File: config.mk
export PLATFORM = sky130hd
export DESIGN_NAME = onehot_encoder_reg
export DESIGN_NICKNAME = d
export VERILOG_FILES = /design/src/rtl/onehot_encoder_reg.sv
export SDC_FILE = /design/constraint.sdc
export NUM_CORES = 1
export LEC_CHECK = 0
export CORE_MARGIN = 2
export CORE_UTILIZATION = 47
export DETAILED_ROUTE_END_ITERATION = 16
export HOLD_SLACK_MARGIN = 0.02
export MAX_ROUTING_LAYER = met4
export PLACE_DENSITY = 0.9
export SLEW_MARGIN = 20
export SYNTH_ARGS = -nofsm -noshare
export SYNTH_HDL_FRONTEND = slang
export SYNTH_SLANG_ARGS = --single-unit
File: constraint.sdc
create_clock -name clk -period 2.35 [get_ports clk]
set_clock_uncertainty 0.05 [all_clocks]
set_input_delay 0.705 -clock clk [delete_from_list [all_inputs] [get_ports clk]]
set_output_delay 0.705 -clock clk [all_outputs]
set_load 0.005 [all_outputs]
File: src/rtl/onehot_encoder_reg.sv
// Registered lowest-set-bit encoder with valid/ready handshake and conversion counter.
// Define ONEHOT_CHECK_EN to flag accepted words that have more than one bit set on out_err.
module onehot_encoder_reg #(
  parameter int N     = 8,
  parameter int CNT_W = 16,
  localparam int W    = $clog2(N)
) (
  input  logic             clk,
  input  logic             rst,
  input  logic [N-1:0]     in_data,
  input  logic             in_valid,
  output logic             in_ready,
  output logic [W-1:0]     out_code,
  output logic             out_none,
  output logic             out_err,
  output logic             out_valid,
  input  logic             out_ready,
  output logic [CNT_W-1:0] conv_cnt
);

  // state | meaning
  // EMPTY | no result held, out_valid=0
  // FULL  | result held until out_ready, out_valid=1
  typedef enum logic {EMPTY, FULL} state_t;

  state_t         state;
  logic           accept;
  logic [W-1:0]   low_code;

  assign in_ready = (state == EMPTY) || out_ready;
  assign accept   = in_valid && in_ready;

  // Scan from the top so the lowest set bit is the last one written.
  always_comb begin
    low_code = '0;
    for (int i = N - 1; i >= 0; i--) begin
      if (in_data[i]) low_code = W'(i);
    end
  end

  always_ff @(posedge clk or posedge rst) begin
    if (rst) begin
      state     <= EMPTY;
      out_valid <= 1'b0;
      out_code  <= '0;
      out_none  <= 1'b0;
      conv_cnt  <= '0;
    end else begin
      case (state)
        EMPTY: begin
          if (in_valid) begin
            state     <= FULL;
            out_valid <= 1'b1;
          end
        end
        FULL: begin
          if (out_ready && !in_valid) begin
            state     <= EMPTY;
            out_valid <= 1'b0;
          end
        end
        default: begin
          state     <= EMPTY;
          out_valid <= 1'b0;
        end
      endcase
      if (accept) begin
        out_code <= low_code;
        out_none <= ~|in_data;
        conv_cnt <= conv_cnt + {{(CNT_W-1){1'b0}}, 1'b1};
      end
    end
  end

`ifdef ONEHOT_CHECK_EN
  logic multi_hot;

  // Clearing the lowest set bit leaves something only if a second bit was set.
  assign multi_hot = |(in_data & (in_data - {{(N-1){1'b0}}, 1'b1}));

  always_ff @(posedge clk or posedge rst) begin
    if (rst) begin
      out_err <= 1'b0;
    end else if (accept) begin
      out_err <= multi_hot;
    end
  end
`else
  assign out_err = 1'b0;
`endif

endmodule

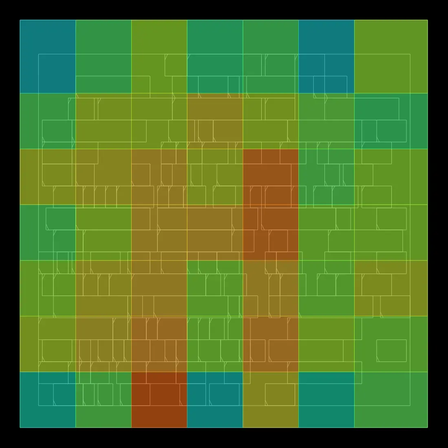
Run 1: congestion heat map
met1 Use GR: 0.224
GRT busiest layer: met2
Tot GR Track Use: 0.190
wire per inst: 12.0 um
GR Layer Usage met2: 0.338

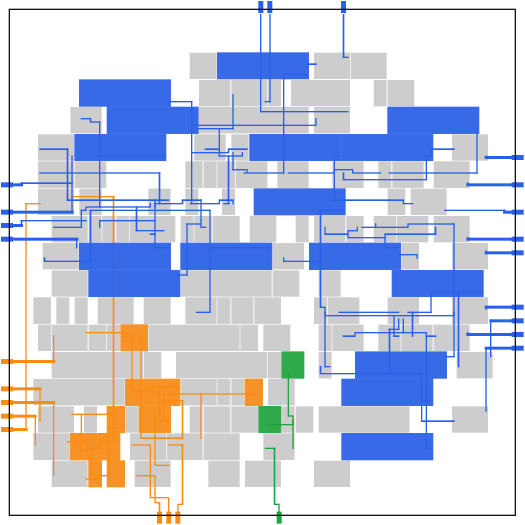
Run 1: port wiring
Scale: 10 px per um.
- `in_data`: orange (bits 8; direction input; edge 5 left, 3 bottom; end cells 12; buffers 8; wire 199 um)
- `out_ready`: green (bits 1; direction input; edge bottom; end cells 2; buffers 1; wire 18.6 um)
- `conv_cnt`: blue (bits 16; direction output; edge 9 right, 4 left, 3 top; end cells 16; buffers 16; wire 526 um)
IO buf count: 33
I/O pin total: 35

==> flow_summary_export.csv, run 1 <==
group,metric,value,unit
outcome,status,"finished clean",
worst_setup_path,critPathMaxFanout,2,
layout,clkCellAreaFrac,0.0359,
layout,seq_share,0.376,
power,ir_drop,0.762,mV
worst_setup_path,critPathSlowestCell,"dlygate4sd2_1",
logic_synthesis,yosysWarnings,0,
worst_hold_path,whs_endpoint,"conv_cnt[15]",
clocking,cts-buffers-inserted,3,
layout,layout.nets,157,
worst_setup_path,crit_type,"primary input to primary output",
detailed_routing,drc,0,
layout,drive_gt1_frac,0.0909,
flow_run,warnings,26,
worst_setup_path,crit_end,"in_ready",
logic_synthesis,yosysTopAreaCell,"dfrtp_1",
logic_synthesis,muxShareOfSynthArea,0,
worst_setup_path,worst_path_most_repeated_cell,"dlygate4sd2_1",
sta,fmax,459,MHz
logic_synthesis,fp_nets,115,
logic_synthesis,yosysSeqAreaShare,0.543,
clocking,clkLatencyLatePin,310,ps
layout,largest_class,"sequential cells",
logic_synthesis,edf_count,0,
clocking,cts_tree,"yes",
detailed_routing,ant_nets,0,
sta,whs,428,ps
logic_synthesis,synth_cell_types,27,
logic_synthesis,synth_top_area_share,0.543,
sta,layout_min_cycle_time,2180,ps
global_route,antenna_found_initial,0,
power,power_density,815,nW/um2
power,power.total,1.19,mW
global_route,gr-usage-met3,0.0357,
layout,top_register,"conv_cnt",
logic_synthesis,ys_cells,102,
layout,fillCellCount,150,
worst_setup_path,rrSetupSlack,500,ps
worst_hold_path,hold_path_class,"flop to flop",
logic_synthesis,synth.cells.most_frequent,"22 x dfrtp_1, 16 x nand2_1, 9 x xnor2_1, 7 x nor2_1",
worst_hold_path,whs_path_depth,1,
place,place_area,1420,um2
layout,largest_register_ffs,16,
clocking,holdBufCountCts,0,
layout,syn2layout_area_growth,44.4,%
layout,n_all_buffers,40,
worst_setup_path,r2r_cells,5,
layout,comb_area,425,um2
logic_synthesis,logic_family,"simple AND/OR/NAND/NOR gates",
place,pre_cts_ws,-213,ps
global_route,grt_pass1_vias,815,
global_route,grt_pass1_wl,3550,um
worst_setup_path,cpPeakStageDelay,260,ps
place,post-dp-hpwl,1650,um
floorplanning,die_h,50.5,um
logic_synthesis,avgSynthCellArea,9.95,um2
logic_synthesis,flop_cell,"dfrtp_1",
layout,utilization,0.732,
place,place_congestion,0.752,
worst_setup_path,startpoint,"out_ready",
logic_synthesis,aoi_share,0.0518,
worst_setup_path,crit_chain,"dlygate4sd2_1, nor2b_1, inv_1, dlygate4sd2_1",
worst_setup_path,r2r_start,"state",
logic_synthesis,adder_share,0.0123,
logic_synthesis,syn_area,1010,um2
layout,flop_area,551,um2
flow_run,max_cap_violations,0,
layout,diodes,0,
layout,ff_count,22,
layout,layout.comb_gates.multi_input,71,
worst_hold_path,hold_start,"conv_cnt[15]",
layout,design_area,1470,um2
sta,finalSetupViolations,0,
layout,n_all_inverters,6,
layout,clkbuf_count,3,
clocking,cts.sinks,22,
clocking,path_clk_slew,110,ps
detailed_routing,drt_pass1_iterations,2,
floorplanning,tap_cells,27,
detailed_routing,viasPerCell,4.96,
worst_setup_path,cp.depth,4,
layout,reg_top3,"conv_cnt: 16 flops, out_code: 3 flops",
layout,nonClkBufAreaFrac,0.260,
power,p_leak,0.651,nW
clocking,clock_path_buffers,2,
sta,hold_violations,0,
sta,fin_tns_setup,0,ps
worst_setup_path,crit_required,1590,ps
floorplanning,fp_util,0.507,
floorplanning,coreArea,2000,um2
worst_setup_path,start_kind,"primary input",
logic_synthesis,simple_gate_area_frac,0.222,
sta,timing.final.max_slew_violations,0,
worst_setup_path,cp_num_buf_inv,3,
logic_synthesis,synthArstFlopShare,1.00,
floorplanning,dieArea,2550,um2
floorplanning,rows,16,
logic_synthesis,ys_sh_xor,0.129,
layout,lay_top_cells,"31 x clkdlybuf4s50_1, 22 x dfrtp_1, 16 x nand2_1",
logic_synthesis,area_leaders,"dfrtp_1 54%, xnor2_1 7.8%, nand2_1 5.9%, xor2_1 5.2%, nand3_1 3.0%",
detailed_routing,drt-initial-drc-count,5,
logic_synthesis,synth-seq-cells,22,
sta,fin_ws,173,ps
global_route,grt_max_degree,23,
clocking,post_cts_buffers,0,
clocking,htree_levels,1,
clocking,cts_root_buf,"clkbuf_4",
global_route,grt_overflow_total,0,
sta,min_period_over_period,0.926,
worst_setup_path,worst_path_dominant_cell_family,"buffers and inverters",
worst_setup_path,cp_data_arrival_time,1420,ps
worst_setup_path,r2r-end,"conv_cnt[15]",
logic_synthesis,synth_cells,102,
sta,grt_setup_unrepaired,"false",
worst_setup_path,end_kind,"primary output",
logic_synthesis,synthMostInstantiatedCell,"dfrtp_1",
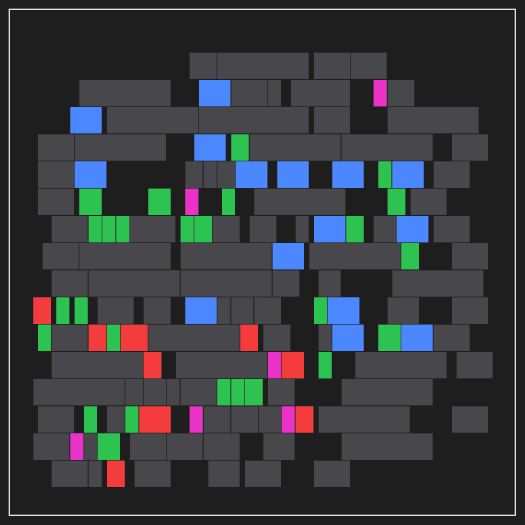
Run 1: selected gate families
Scale: 10 px per um.
- XOR/XNOR gates: blue (cells 15; most used xnor2_1)
- inverting AOI/OAI gates: red (cells 9)
- NAND gates: green (cells 26; most used nand2_1)
- inverters: magenta (cells 6; most used inv_1)
combinational fraction of the cell area: 0.290
most frequent logic cell in the layout: clkdlybuf4s50_1
fin cells: 170

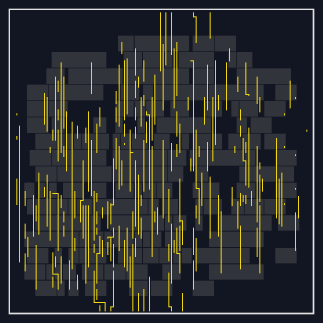
Run 1: M2 wires
Scale: 6 px per um.
- longest straight run: 24.5 um
- wire length on this layer: 1,030 um
- main direction: vertical
vias: 843
final WL: 2040 um

==> run 1: worst register-to-register path, delay by kind of cell (launching register included) <==
kind	cells	cell delay, ps
and+or+nand+nor	3	1030
DFF	1	420
xor gates and xnor gates	1	150
buffers and inverters	1	140
==> run 1: power breakdown <==
group          switching (mW)  internal (mW)
Combinational           0.121          0.225
Clock                   0.111          0.173
Sequential              0.104          0.461
==> run 1: metal layers <==
layer / wire (um) / up-vias / share of wire
met3: 93 / 2 / 0.046
met4: 14 / 0 / 0.0069
met2: 1030 / 24 / 0.51
met5: 0 / - / 0
met1: 902 / 394 / 0.44
li1: - / 423 / -
==> run 1: timing repair <==
action,in CTS,in global routing
endpoints found under the setup margin,1,0
resized,2,0
hold endpoints to repair,0,0
Run 1, register map, names as in the netlist:
Scale: 10 px per um.
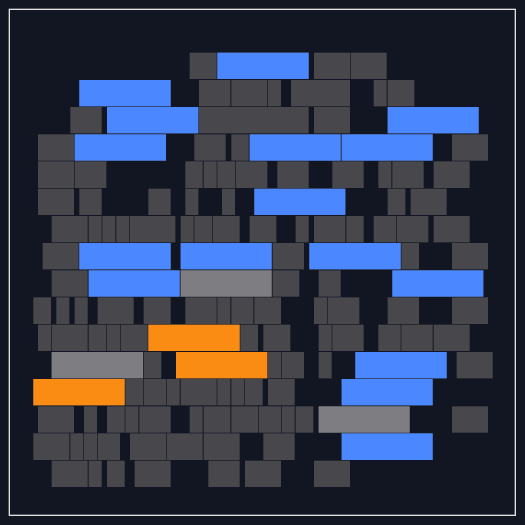

--- run 2 (diff from run 1) ---
Settings changed: CORE_ASPECT_RATIO set to 0.7, REMOVE_ABC_BUFFERS set to 1.
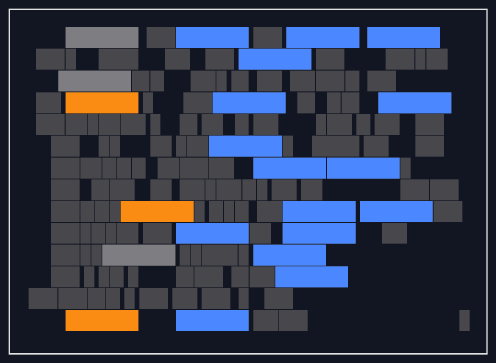
Run 2: register map, names as in the netlist
Scale: 8 px per um.
- `conv_cnt`: blue (sequential cells 16)
- `out_code`: orange (sequential cells 3)
- not coloured: 3
fraction of area in registers: 0.380
register area: 551 um2

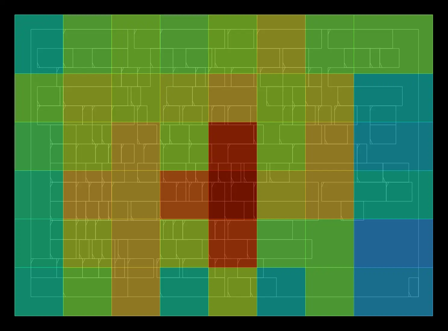
Run 2: congestion heat map
final core occ: 0.689
met1 Use GR: 0.256
wire per inst: 13.4 um

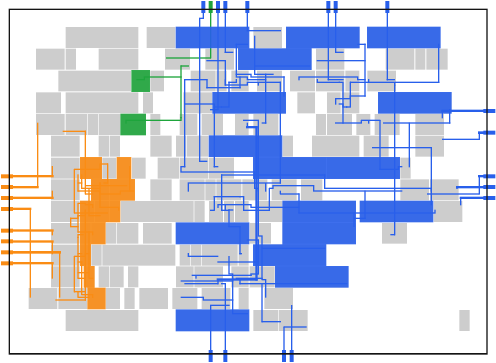
Run 2: port wiring
Scale: 8 px per um.
- `in_data`: orange (bits 8; direction input; edge left; end cells 12; buffers 8; wire 186 um)
- `conv_cnt`: blue (bits 16; direction output; edge 7 top, 5 right, 4 bottom; end cells 16; buffers 16; wire 625 um)
- `out_ready`: green (bits 1; direction input; edge top; end cells 2; buffers 1; wire 32.0 um)

==> run 2 against run 1 <==
Against the previous run:
- final area down 1.2%
- clock-buffer cell count grew 1
- hold slack better by 5.7 ps
- global-route usage increased by 0.32 points
- combinational power hardly changed
- synthesized area did not move
- maximum frequency fell by 0.24%
- wire length is 9.7% higher
- sequential cell count is the same
- sequential share of layout area is 0.45 points higher
- core utilization fell by 4.3 points
==> flow_summary_export.csv, run 2 <==
group,metric,value,unit
outcome,status,"finished clean",
logic_synthesis,synthArstFlopShare,1.00,
logic_synthesis,synth_cells,102,
clocking,cts_tree,"yes",
power,ir_drop,0.539,mV
worst_setup_path,worst_path_dominant_cell_family,"buffers and inverters",
layout,layout.nets,157,
sta,fin_tns_setup,0,ps
detailed_routing,drt_wl_total,2240,um
worst_setup_path,r2r-end,"conv_cnt[15]",
place,post-dp-hpwl,1750,um
detailed_routing,ant_nets,0,
floorplanning,io-pin-count,35,
worst_setup_path,crit_end,"in_ready",
global_route,grtUsageMet2,0.292,
clocking,cts_root_buf,"clkbuf_4",
logic_synthesis,synth_cell_types,27,
worst_setup_path,r2r_cells,5,
global_route,grt_pass1_wl,3530,um
layout,fillCellCount,159,
worst_setup_path,crit_type,"primary input to primary output",
sta,finalSetupViolations,0,
sta,hold_violations,0,
logic_synthesis,edf_count,0,
place,pre_cts_ws,-258,ps
clocking,path_clk_slew,120,ps
detailed_routing,drc,0,
worst_setup_path,crit_required,1590,ps
layout,syn2layout_area_growth,42.7,%
sta,whs,433,ps
worst_hold_path,whs_path_depth,1,
clocking,holdBufCountCts,0,
logic_synthesis,area_leaders,"dfrtp_1 54%, xnor2_1 7.8%, nand2_1 5.9%, xor2_1 5.2%, nand3_1 3.0%",
layout,lay_top_cells,"31 x clkdlybuf4s50_1, 22 x dfrtp_1, 16 x nand2_1",
flow_run,warnings,25,
logic_synthesis,synthMostInstantiatedCell,"dfrtp_1",
worst_setup_path,rrSetupSlack,490,ps
worst_setup_path,cp_data_arrival_time,1430,ps
worst_setup_path,crit_chain,"dlygate4sd2_1, nor2b_2, inv_1, dlygate4sd2_1",
clocking,htree_levels,1,
power,power_density,781,nW/um2
worst_setup_path,worst_path_most_repeated_cell,"dlygate4sd2_1",
worst_hold_path,hold_path_class,"flop to flop",
clocking,clock_path_buffers,2,
logic_synthesis,simple_gate_area_frac,0.222,
clocking,post_cts_buffers,0,
global_route,antenna_found_initial,0,
logic_synthesis,synth.cells.most_frequent,"22 x dfrtp_1, 16 x nand2_1, 9 x xnor2_1, 7 x nor2_1",
sta,min_period_over_period,0.928,
power,p_leak,0.645,nW
logic_synthesis,synth-seq-cells,22,
logic_synthesis,flop_cell,"dfrtp_1",
global_route,grt_overflow_total,0,
layout,fin_cells,167,
global_route,grt_pass1_vias,790,
detailed_routing,routed-via-count,868,
logic_synthesis,adder_share,0.0123,
logic_synthesis,yosysWarnings,0,
logic_synthesis,logic_family,"simple AND/OR/NAND/NOR gates",
detailed_routing,drt-initial-drc-count,22,
worst_setup_path,start_kind,"primary input",
logic_synthesis,muxShareOfSynthArea,0,
global_route,top_usage_layer,"met2",
worst_setup_path,critPathMaxFanout,2,
sta,fin_ws,168,ps
worst_hold_path,hold_start,"conv_cnt[15]",
sta,fmax,458,MHz
logic_synthesis,yosysTopAreaCell,"dfrtp_1",
detailed_routing,drt_pass1_iterations,4,
worst_setup_path,cp_num_buf_inv,3,
global_route,grt_util_all_layers,0.193,
power,power.total,1.13,mW
place,port_buffers,33,
flow_run,max_cap_violations,0,
logic_synthesis,avgSynthCellArea,9.95,um2
floorplanning,coreArea,2100,um2
floorplanning,fp_util,0.483,
detailed_routing,viasPerCell,5.20,
worst_setup_path,critPathSlowestCell,"dlygate4sd2_1",
sta,grt_setup_unrepaired,"false",
floorplanning,die_h,42.9,um
worst_setup_path,cp.depth,4,
clocking,ctsResizeCount,3,
clocking,cts.sinks,22,
clocking,clkLatencyLatePin,310,ps
worst_setup_path,end_kind,"primary output",
layout,drive_gt1_frac,0.0979,
global_route,gr-usage-met3,0.0457,
place,place_area,1410,um2
==> run 2: layout make-up <==
| cell class | count | area [um2] | area share |
|---|---|---|---|
| tap | 24 | 30.0 | 0.0207 |
| clock buffer | 4 | 36.3 | 0.0251 |
| timing repair buffer | 40 | 380 | 0.263 |
| multi-input combinational | 71 | 428 | 0.296 |
| inverter | 6 | 22.5 | 0.0156 |
| sequential | 22 | 551 | 0.380 |
==> run 2: layer usage <==
layer,part of all wire,up-vias
met3,0.045,6
li1,-,424
met1,0.45,406
met4,0.025,0
met5,0,-
met2,0.48,32
==> run 2: power by group <==
part	total, mW	internal (mW)	switching [mW]
logic	0.347	0.227	0.121
clock network	0.212	0.0946	0.117
registers	0.571	0.461	0.110
No activity file was given, so power comes from the tool's default toggle rates.
